Fig. 1: run 1, cell density map
The die is cut into 16 by 16 equal tiles; dark blue is low, red is high, 0 to 100% covered.
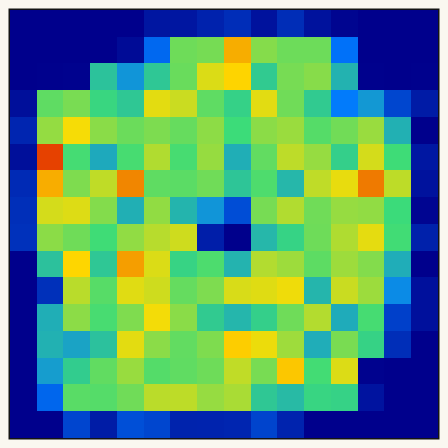
Fig. 2: run 1, clock network drawn from the DEF
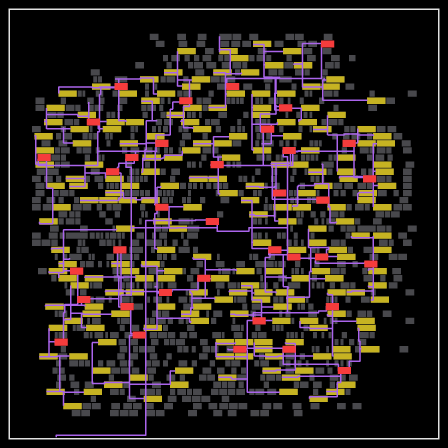
Fig. 3: run 1, gate families picked out
Bar = 50 um.
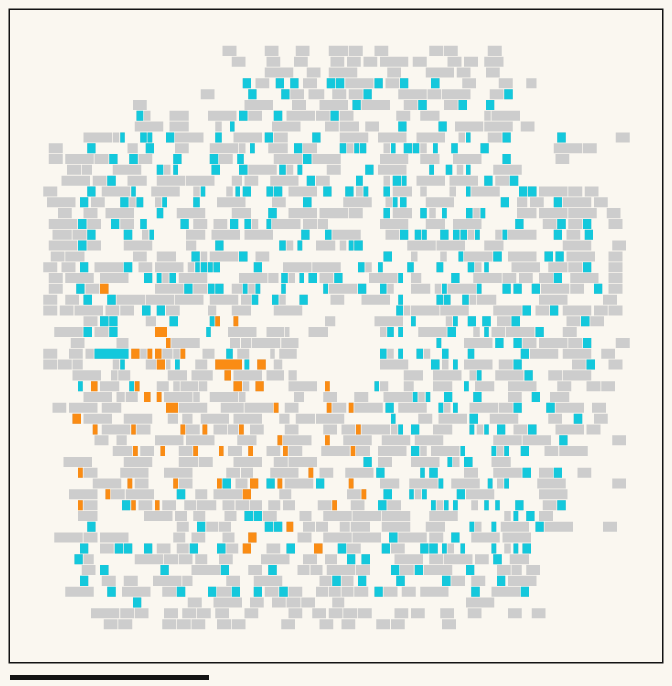
`src/rtl/rx_pkt_parser.sv`:
```
// Receive-side packet parser feeding QTU_FMB: classifies heartbeat and Q-value packets.
// Optional statistics counters are enabled with the RX_PKT_STATS_EN macro.
module rx_pkt_parser #(
    parameter int                    WORD_WIDTH = 16,
    parameter logic [3:0]            TYPE_HB    = 4'h1,
    parameter logic [3:0]            TYPE_QPKT  = 4'h2,
    parameter logic [WORD_WIDTH-1:0] BCAST_ID   = 16'hFFFF
) (
    input  logic                  clk,
    input  logic                  nrst,
    input  logic [WORD_WIDTH-1:0] myNodeID,
    input  logic                  rx_valid,
    input  logic [WORD_WIDTH-1:0] rx_data,
    input  logic                  rx_last,
    output logic                  rx_ready,
    output logic [WORD_WIDTH-1:0] fSourceID,
    output logic [WORD_WIDTH-1:0] fSourceHops,
    output logic [WORD_WIDTH-1:0] fQValue,
    output logic [WORD_WIDTH-1:0] fEnergyLeft,
    output logic [WORD_WIDTH-1:0] fHopsFromCH,
    output logic [WORD_WIDTH-1:0] fChosenCH,
    output logic                  iAmDestination,
    output logic                  en,
    output logic                  HB_Reset
`ifdef RX_PKT_STATS_EN
    ,
    output logic [15:0]           pktAccepted,
    output logic [15:0]           pktDropped,
    output logic [15:0]           pktMalformed
`endif
);

    typedef enum logic [1:0] {
        IDLE    = 2'd0,
        COLLECT = 2'd1,
        DISCARD = 2'd2,
        EMIT    = 2'd3
    } state_t;

    state_t state, state_next;

    logic [3:0] cnt, cnt_next, cnt_inc;
    logic [3:0] exp_len, exp_len_next;
    logic       is_q, is_q_next;
    logic       accept;
    logic [3:0] hdr_type;
    logic       word_end;
    logic       emit_hb, emit_q;

    logic [WORD_WIDTH-1:0] sh_dest, sh_src, sh_hops, sh_qval, sh_energy, sh_hfch;

    assign accept   = rx_valid && rx_ready;
    assign hdr_type = rx_data[WORD_WIDTH-1:WORD_WIDTH-4];
    assign cnt_inc  = cnt + 4'd1;
    assign word_end = (cnt_inc == exp_len);

    // Next-state, counter and emit-event decode.
    always_comb begin
        state_next   = state;
        cnt_next     = cnt;
        exp_len_next = exp_len;
        is_q_next    = is_q;
        emit_hb      = 1'b0;
        emit_q       = 1'b0;
        case (state)
            IDLE: begin
                if (accept) begin
                    if ((hdr_type == TYPE_HB || hdr_type == TYPE_QPKT) && !rx_last) begin
                        state_next   = COLLECT;
                        cnt_next     = 4'd1;
                        is_q_next    = (hdr_type == TYPE_QPKT);
                        exp_len_next = (hdr_type == TYPE_QPKT) ? 4'd8 : 4'd2;
                    end else if (rx_last) begin
                        state_next = IDLE;
                    end else begin
                        state_next = DISCARD;
                    end
                end else begin
                    state_next = IDLE;
                end
            end
            COLLECT: begin
                if (accept) begin
                    cnt_next = cnt_inc;
                    if (word_end && rx_last) begin
                        state_next = EMIT;
                        cnt_next   = 4'd0;
                        if (is_q) begin
                            emit_q = (sh_src != myNodeID);
                        end else begin
                            emit_hb = 1'b1;
                        end
                    end else if (word_end) begin
                        state_next = DISCARD;
                        cnt_next   = 4'd0;
                    end else if (rx_last) begin
                        state_next = IDLE;
                        cnt_next   = 4'd0;
                    end else begin
                        state_next = COLLECT;
                    end
                end else begin
                    state_next = COLLECT;
                end
            end
            DISCARD: begin
                if (accept && rx_last) begin
                    state_next = IDLE;
                end else begin
                    state_next = DISCARD;
                end
            end
            EMIT: begin
                state_next = IDLE;
            end
            default: begin
                state_next = IDLE;
                cnt_next   = 4'd0;
            end
        endcase
    end

    // FSM, shadow capture and registered outputs; f* only change on an accepted Q packet.
    always_ff @(posedge clk) begin
        if (nrst) begin
            state          <= IDLE;
            cnt            <= 4'd0;
            exp_len        <= 4'd0;
            is_q           <= 1'b0;
            rx_ready       <= 1'b1;
            sh_dest        <= '0;
            sh_src         <= '0;
            sh_hops        <= '0;
            sh_qval        <= '0;
            sh_energy      <= '0;
            sh_hfch        <= '0;
            fSourceID      <= '0;
            fSourceHops    <= '0;
            fQValue        <= '0;
            fEnergyLeft    <= '0;
            fHopsFromCH    <= '0;
            fChosenCH      <= '0;
            iAmDestination <= 1'b0;
            en             <= 1'b0;
            HB_Reset       <= 1'b0;
        end else begin
            state    <= state_next;
            cnt      <= cnt_next;
            exp_len  <= exp_len_next;
            is_q     <= is_q_next;
            rx_ready <= (state_next != EMIT);
            en       <= emit_q;
            HB_Reset <= emit_hb;
            if (state == COLLECT && accept) begin
                case (cnt)
                    4'd1:    sh_dest   <= rx_data;
                    4'd2:    sh_src    <= rx_data;
                    4'd3:    sh_hops   <= rx_data;
                    4'd4:    sh_qval   <= rx_data;
                    4'd5:    sh_energy <= rx_data;
                    4'd6:    sh_hfch   <= rx_data;
                    default: sh_dest   <= sh_dest;
                endcase
            end
            // The chosenCH word is the last handshake, so it is taken straight from the bus.
            if (emit_q) begin
                fSourceID      <= sh_src;
                fSourceHops    <= sh_hops;
                fQValue        <= sh_qval;
                fEnergyLeft    <= sh_energy;
                fHopsFromCH    <= sh_hfch;
                fChosenCH      <= rx_data;
                iAmDestination <= (sh_dest == myNodeID) && (sh_dest != BCAST_ID);
            end
        end
    end

`ifdef RX_PKT_STATS_EN
    logic ev_drop, ev_mal;

    function automatic logic [15:0] sat_inc(input logic [15:0] v);
        return (v == 16'hFFFF) ? v : v + 16'd1;
    endfunction

    // Classify the handshake into drop / malformed events for the counters.
    always_comb begin
        ev_drop = 1'b0;
        ev_mal  = 1'b0;
        if (accept && state == IDLE) begin
            ev_drop = !(hdr_type == TYPE_HB || hdr_type == TYPE_QPKT);
            ev_mal  = (hdr_type == TYPE_HB || hdr_type == TYPE_QPKT) && rx_last;
        end else if (accept && state == COLLECT) begin
            ev_drop = word_end && rx_last && is_q && (sh_src == myNodeID);
            ev_mal  = word_end != rx_last;
        end else begin
            ev_drop = 1'b0;
            ev_mal  = 1'b0;
        end
    end

    // Saturating packet statistics.
    always_ff @(posedge clk) begin
        if (nrst) begin
            pktAccepted  <= 16'd0;
            pktDropped   <= 16'd0;
            pktMalformed <= 16'd0;
        end else begin
            if (emit_q || emit_hb) begin
                pktAccepted <= sat_inc(pktAccepted);
            end
            if (ev_drop) begin
                pktDropped <= sat_inc(pktDropped);
            end
            if (ev_mal) begin
                pktMalformed <= sat_inc(pktMalformed);
            end
        end
    end
`endif

endmodule

```
`config.mk`:
```
export PLATFORM = sky130hd
export DESIGN_NAME = rx_pkt_parser
export DESIGN_NICKNAME = d
export VERILOG_FILES = /design/src/rtl/rx_pkt_parser.sv
export SDC_FILE = /design/constraint.sdc
export NUM_CORES = 1
export LEC_CHECK = 0
export CAP_MARGIN = 20
export CORE_MARGIN = 8
export CORE_UTILIZATION = 40
export CTS_BUF_LIST = sky130_fd_sc_hd__clkbuf_2 sky130_fd_sc_hd__clkbuf_4 sky130_fd_sc_hd__clkbuf_8
export DETAILED_ROUTE_END_ITERATION = 7
export GPL_ROUTABILITY_DRIVEN = 0
export PLACE_DENSITY = 0.61
export SLEW_MARGIN = 10
export SYNTH_ARGS = -nofsm -noshare
export SYNTH_HDL_FRONTEND = slang
export SYNTH_SLANG_ARGS = --single-unit
```
`constraint.sdc`:
```
create_clock -name clk -period 4.5 [get_ports clk]
set_input_delay 1.125 -clock clk [delete_from_list [all_inputs] [get_ports clk]]
set_output_delay 1.125 -clock clk [all_outputs]
set_load 0.02 [all_outputs]
```
==> run_results.csv, run 1 <==
group,metric,value,unit
setup_path,required,4950,ps
final_layout,utilization,50.6,%
pwr,clkPwrFrac,46.3,%
grt,grt_max_degree,127,
synthesis,edf_count,0,
cts,tritoncts,"yes",
synthesis,muxShareOfSynthArea,14.7,%
synthesis,ys_sh_xor,3.60,%
final_layout,register_area,0.00408,sq mm
final_layout,nonClockInverterCount,3,
pwr,power.density,337,mW/mm^2
routing,routed-via-count,6506,
setup_path,slowest_delay,930,ps
cts,cts.sinks,204,
final_layout,flop-count,204,
final_layout,buf_share,13.5,%
setup_path,worstSetupPathType,"reg -> reg",
synthesis,synthAoiAreaFrac,4.99,%
synthesis,async_flop_share,0,%
setup_path,cpMostUsedCell,"ha_1",
pwr,comb_power_share,4.7,%
routing,met1_length,10800,um
sta,fin_skew,27.2,ps
pwr,vdd_drop_max,237,uV
floorplan,fp-row-count,54,
final_layout,stdcell_area,0.0110,sq mm
final_layout,fill_cells,2022,
floorplan,die_y,164,um
synthesis,simple_gate_share,25.3,%
run,warning_count,31,
final_layout,largest_class,"combinational gates",
setup_path,slowest_stage,"and4bb_4",
synthesis,yosys_most_used_dff,"dfxtp_1",
placement,port_buffers,135,
synthesis,yosys-top-cells-area,"dfxtp_1 47%, mux2i_1 15%, nand2b_1 14%",
setup_path,crit_family,"simple AND/OR/NAND/NOR gates",
synthesis,ys_types,36,
run,cap_violations,0,
setup_path,path_max_fanout,46,
cts,post_cts_buffers,0,
pwr,seqPwrFrac,49.1,%
status,outcome,"finished clean",
grt,grt.total_usage,17.0,%
setup_path,critPathArrivalTime,4100,ps
pwr,internal_power,2.86,mW
routing,wl,23200,um
final_layout,n_clock_buffer,56,
routing,drt-initial-drc-count,402,
floorplan,design.core.area,0.0217,sq mm
routing,wl_per_cell,17.1,um
cts,clk_pin_slew,60,ps
final_layout,nets,1096,
setup_path,path_cells,"inv_1 -> ha_1 -> xor2_1 -> nor4_1 -> and2_1 -> ha_1 -> and4bb_4 -> buf_12 -> mux2i_1",
cts,ctsHoldBuffers,0,
sta,finalClockPeriodUsage,81.2,%
floorplan,tap_cells,280,
pwr,powerClk,1.71,mW
floorplan,ioPinCount,136,
synthesis,syn_area_per_cell,9.32,sq um
synthesis,numSynthFlops,204,
routing,drtPass1Iterations,4,
synthesis,most_common_cell,"dfxtp_1",
setup_path,reg2reg_depth,9,
grt,antenna_found_initial,0,
hold_path,hold-path-endpoint,"sh_energy[1]",
sta,fin_hold_ws,453,ps
setup_path,r2r-start,"cnt[0]",
synthesis,yosysTopAreaCell,"dfxtp_1",
hold_path,hold_start,"sh_energy[1]",
sta,relSlewSlack,34.1,%
synthesis,top_cells_by_count,"204 x dfxtp_1, 193 x nand2b_1, 129 x mux2i_1, 91 x nand2_1, 70 x a21oi_1",
floorplan,die_x,164,um
cts,clk_latency,520,ps
final_layout,final_cell_mix,"204 x dfxtp_1, 193 x nand2b_1, 134 x clkdlybuf4s50_1",
sta,drv_slew,0,
setup_path,crit_cells,9,
pwr,comb_power,0.172,mW
pwr,seq-power,1.81,mW
setup_path,worstSetupEndpoint,"fHopsFromCH[0]",
placement,placed_area,0.0102,sq mm
About Fig. 1:
fullest tile	93%
mean over tiles	40%
tiles over 75% full	3.9%
nearly empty tiles	18%

About Fig. 2:
[red] cells driving clock nets | count: 36
[yellow] flip-flops | count: 204
[purple] clock wires | length: 2,860 um
routed clock nets	37

About Fig. 3:
color	family	cells	most used
cyan	NAND gates	345	nand2b_1
orange	NOR gates	59	nor2_1
Post-Layout Cell Count: 1,356
combinational share of cell area: 39.5%
most instantiated logic cell after routing: dfxtp_1

Fig. 4: run 1, routed metal, one color a layer
Bar = 50 um.
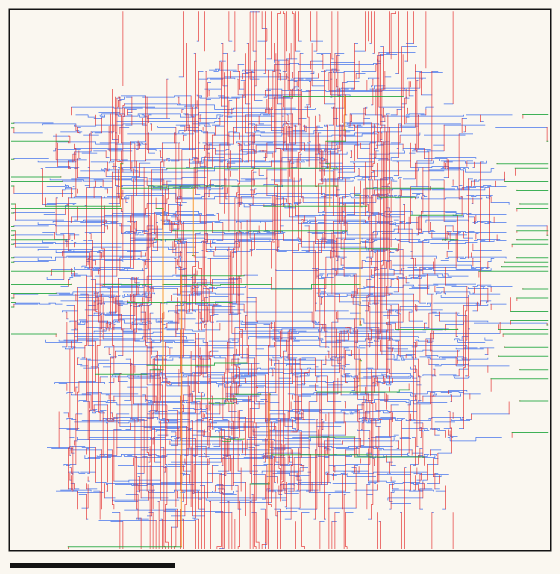

==> inputs of run 2 (changes only) <==
--- a/config.mk
+++ b/config.mk
@@ -11,7 +11,7 @@
 export CTS_BUF_LIST = sky130_fd_sc_hd__clkbuf_2 sky130_fd_sc_hd__clkbuf_4 sky130_fd_sc_hd__clkbuf_8
 export DETAILED_ROUTE_END_ITERATION = 7
 export GPL_ROUTABILITY_DRIVEN = 0
-export PLACE_DENSITY = 0.61
+export PLACE_DENSITY = 0.64
 export SLEW_MARGIN = 10
 export SYNTH_ARGS = -nofsm -noshare
 export SYNTH_HDL_FRONTEND = slang
==> constraint.sdc (replaced) <==
create_clock -name clk -period 3.05 [get_ports clk]
set_input_delay 0.7625 -clock clk [delete_from_list [all_inputs] [get_ports clk]]
set_output_delay 0.7625 -clock clk [all_outputs]
set_load 0.02 [all_outputs]
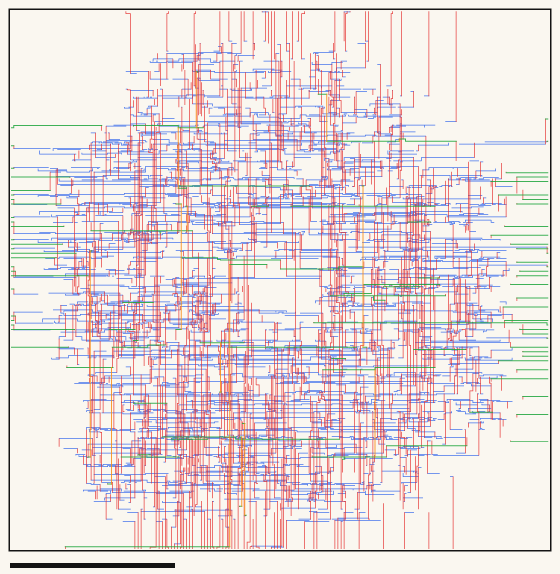
Fig. 5. Routed metal, one color a layer (run 2).
Bar = 50 um.
color	layer	wire length
green	met3	1,310 um
orange	met4	419 um
blue	met1	10,900 um
red	met2	10,800 um

==> run 2 against run 1 <==
  * Global-route usage down 0.11 points
  * Die size unchanged
  * Sequential share of layout area down 0.75 points
  * Synthesized area unchanged
  * Final cell count up 1.6%
  * Non-clock buffer count up 19
  * Fmax up 35%
  * Clock-buffer cell count unchanged
  * Highest routed layer unchanged
==> run_results.csv, run 2 <==
group,metric,value,unit
status,outcome,"finished clean",
cts,clk_pin_slew,60,ps
setup_path,cpMostUsedCell,"ha_1",
cts,clk_latency,510,ps
floorplan,ioPinCount,136,
final_layout,largest_class,"combinational gates",
synthesis,ys_sh_xor,3.60,%
hold_path,hold_start,"sh_hops[0]",
setup_path,required,3470,ps
cts,cts.sinks,204,
setup_path,crit_cells,9,
setup_path,r2r-start,"cnt[1]",
cts,post_cts_buffers,0,
cts,ctsHoldBuffers,0,
final_layout,fill_cells,2036,
setup_path,slowest_stage,"and4bb_4",
synthesis,synthAoiAreaFrac,4.99,%
sta,relSlewSlack,50.5,%
synthesis,yosysTopAreaCell,"dfxtp_1",
setup_path,slowest_delay,420,ps
synthesis,top_cells_by_count,"204 x dfxtp_1, 193 x nand2b_1, 129 x mux2i_1, 91 x nand2_1, 70 x a21oi_1",
pwr,comb_power,0.259,mW
run,warning_count,31,
floorplan,die_x,164,um
hold_path,hold-path-endpoint,"sh_hops[0]",
final_layout,instances_no_fill,1378,
floorplan,tap_cells,280,
final_layout,nets,1115,
setup_path,critPathArrivalTime,3130,ps
sta,fin_skew,19.4,ps
synthesis,yosys-top-cells-area,"dfxtp_1 47%, mux2i_1 15%, nand2b_1 14%",
final_layout,nonClockInverterCount,3,
final_layout,register_area,0.00408,sq mm
sta,drv_slew,0,
routing,wl,23400,um
setup_path,reg2reg_depth,9,
cts,tritoncts,"yes",
synthesis,async_flop_share,0,%
synthesis,simple_gate_share,25.3,%
pwr,comb_power_share,4.8,%
pwr,power.density,487,mW/mm^2
setup_path,worstSetupEndpoint,"fChosenCH[15]",
sta,finalClockPeriodUsage,88.7,%
sta,fin_hold_ws,455,ps
pwr,seq-power,2.67,mW
floorplan,die_y,164,um
floorplan,design.core.area,0.0217,sq mm
synthesis,muxShareOfSynthArea,14.7,%
routing,routed-via-count,6726,
floorplan,fp-row-count,54,
synthesis,numSynthFlops,204,
placement,port_buffers,135,
grt,grt_max_degree,118,
pwr,clkPwrFrac,46.2,%
setup_path,worstSetupPathType,"reg -> reg",
synthesis,syn_area_per_cell,9.32,sq um
final_layout,buf_share,15.1,%
final_layout,final_cell_mix,"204 x dfxtp_1, 193 x nand2b_1, 134 x clkdlybuf4s50_1",
routing,wl_per_cell,17.0,um
final_layout,n_clock_buffer,56,
grt,antenna_found_initial,0,
placement,placed_area,0.0104,sq mm
setup_path,crit_family,"simple AND/OR/NAND/NOR gates",
pwr,seqPwrFrac,49.1,%
run,cap_violations,0,
final_layout,stdcell_area,0.0112,sq mm
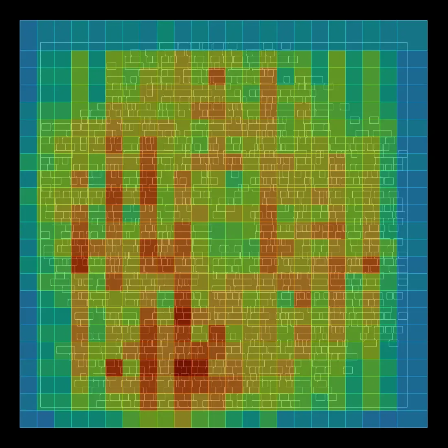
Fig. 6. Congestion heat map (run 2).
fin util: 51.6%
M1 GR Usage: 22.5%

Fig. 7: run 2, gate families picked out
Bar = 50 um.
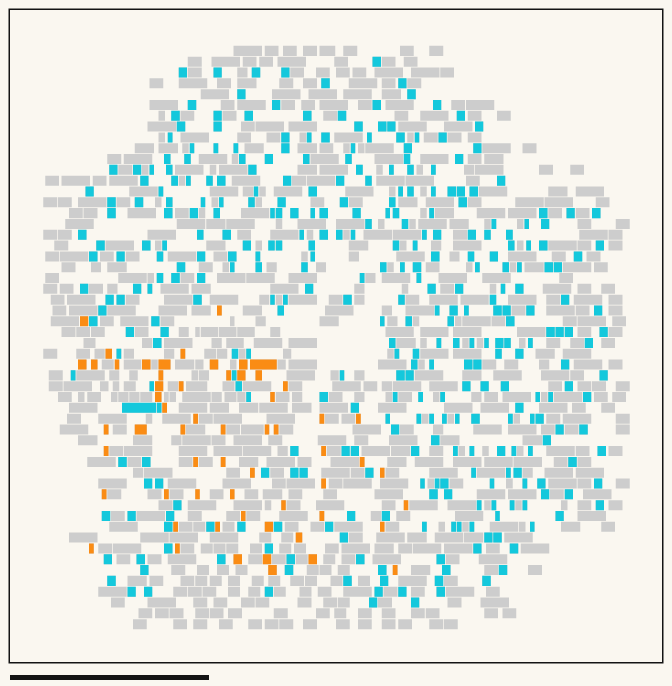

==> inputs of run 3 (changes only) <==
--- a/config.mk
+++ b/config.mk
@@ -12,6 +12,7 @@
 export DETAILED_ROUTE_END_ITERATION = 7
 export GPL_ROUTABILITY_DRIVEN = 0
 export PLACE_DENSITY = 0.64
+export SETUP_SLACK_MARGIN = 0.2
 export SLEW_MARGIN = 10
 export SYNTH_ARGS = -nofsm -noshare
 export SYNTH_HDL_FRONTEND = slang
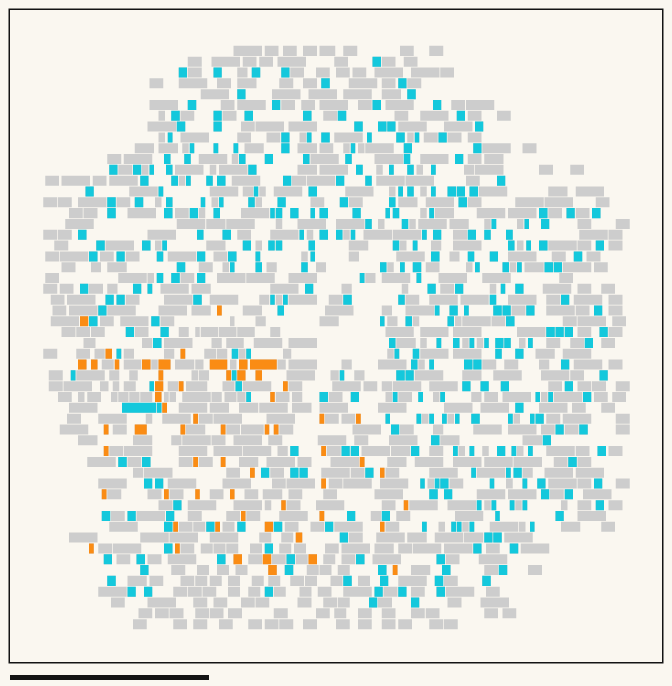
Fig. 8. Gate families picked out (run 3).
Bar = 50 um.
Post-Layout Cell Count: 1,377
combinational share of cell area: 38.7%

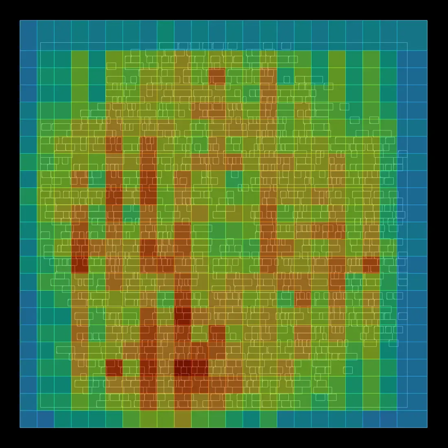
Fig. 9. Congestion heat map (run 3).
M1 GR Usage: 22.6%
Top Usage Layer GRT: met2
fin util: 51.6%
post-DR wirelength/cell: 16.9 um

==> run 3 against run 2 <==
  * Clock power hardly changed
  * First-iteration DRC count fell by 3.5%
  * Cell area barely moved
  * Hold slack about the same
  * Synthesized cell count unchanged
  * Global-route usage is essentially flat
  * Critical path depth unchanged
  * Register-to-register slack gained 40 ps
  * Critical path type unchanged
  * Core utilization is essentially flat
  * Setup slack improved by 40 ps
  * Sequential power about the same
==> run_results.csv, run 3 <==
group,metric,value,unit
floorplan,design.core.area,0.0217,sq mm
sta,relSlewSlack,49.8,%
cts,post_cts_buffers,2,
pwr,cellLeakagePower,3.57,nW
synthesis,ys_sh_xor,3.60,%
final_layout,n_all_buffers,166,
status,outcome,"finished clean",
synthesis,simple_gate_share,25.3,%
setup_path,worstSetupPathType,"reg -> reg",
synthesis,most_common_cell,"dfxtp_1",
floorplan,die_x,164,um
placement,port_buffers,135,
hold_path,hold-path-endpoint,"sh_hops[0]",
cts,cts_resized,0,
routing,routed-via-count,6706,
setup_path,slowest_stage,"and4bb_4",
sta,setup_viol,0,
synthesis,synth_stat.cells,940,
synthesis,syn_area_per_cell,9.32,sq um
setup_path,worstSetupEndpoint,"fChosenCH[15]",
cts,tritoncts,"yes",
sta,fin_ws,385,ps
synthesis,syn_nets,981,
setup_path,reg2reg_depth,9,
floorplan,ioPinCount,136,
setup_path,r2r-start,"cnt[1]",
pwr,seq-power,2.67,mW
synthesis,synth_seq_share,46.6,%
final_layout,final_cell_mix,"204 x dfxtp_1, 193 x nand2b_1, 134 x clkdlybuf4s50_1",
grt,antenna_found_initial,0,
pwr,powerClk,2.51,mW
floorplan,die_y,164,um
pwr,seqPwrFrac,49.1,%
synthesis,ys_types,36,
setup_path,ff2ff_setup_slack,390,ps
setup_path,path_cells,"inv_1 -> ha_1 -> xor2_1 -> nor4_2 -> and2_1 -> ha_1 -> and4bb_4 -> buf_12 -> mux2i_1",
sta,max_freq,375,MHz
floorplan,fp-row-count,54,
final_layout,nets,1114,
pwr,power.density,486,mW/mm^2
synthesis,top_cells_by_count,"204 x dfxtp_1, 193 x nand2b_1, 129 x mux2i_1, 91 x nand2_1, 70 x a21oi_1",
floorplan,tap_cells,280,
final_layout,fill_cells,2038,
cts,ctsHoldBuffers,0,
sta,fin_hold_ws,455,ps
final_layout,layout.cells.most_common,"dfxtp_1",
run,warning_count,31,
cts,cts.sinks,204,
synthesis,yosysTopAreaCell,"dfxtp_1",
synthesis,yosys_most_used_dff,"dfxtp_1",
pwr,comb_power,0.259,mW
final_layout,buf_share,15.1,%
placement,placed_area,0.0104,sq mm
sta,hold_viol,0,
routing,drtPass1Iterations,5,
placement,numPlacedInstances,1313,
synthesis,topCombFamilyByArea,"simple AND/OR/NAND/NOR gates",
routing,wl,23300,um
routing,met1_length,10800,um
run,cap_violations,0,
final_layout,areaGrowthSynthToFinish,27.8,%
setup_path,critPathArrivalTime,3090,ps
synthesis,muxShareOfSynthArea,14.7,%
setup_path,crit_cells,9,
cts,clk_latency,510,ps
sta,drv_slew,0,
setup_path,crit_family,"simple AND/OR/NAND/NOR gates",
sta,finalClockPeriodUsage,87.4,%
synthesis,numSynthFlops,204,
pwr,vdd_drop_max,287,uV
final_layout,seq_area_share,36.5,%
hold_path,hold_depth,2,
routing,drt-initial-drc-count,391,
setup_path,path_max_fanout,25,
hold_path,worstHoldPathType,"reg -> reg",
pwr,comb_power_share,4.8,%
final_layout,register_area,0.00408,sq mm
final_layout,stdcell_area,0.0112,sq mm
hold_path,hold_start,"sh_hops[0]",
setup_path,crit_path_start,"cnt[1]",
synthesis,edf_count,0,
cts,clk_pin_slew,60,ps
setup_path,cpMostUsedCell,"ha_1",
final_layout,flop-count,204,
floorplan,die_area,0.0269,sq mm
final_layout,n_clock_buffer,56,
grt,grt.total_usage,16.9,%
pwr,clkPwrFrac,46.2,%
setup_path,required,3470,ps
setup_path,slowest_delay,420,ps
synthesis,synthAoiAreaFrac,4.99,%
synthesis,async_flop_share,0,%
final_layout,largest_class,"combinational gates",
pwr,internal_power,4.22,mW
grt,grt_max_degree,118,
synthesis,yosys-top-cells-area,"dfxtp_1 47%, mux2i_1 15%, nand2b_1 14%",
sta,fin_skew,18.2,ps
final_layout,nonClockInverterCount,3,
Power is estimated from default activity; no workload was simulated.
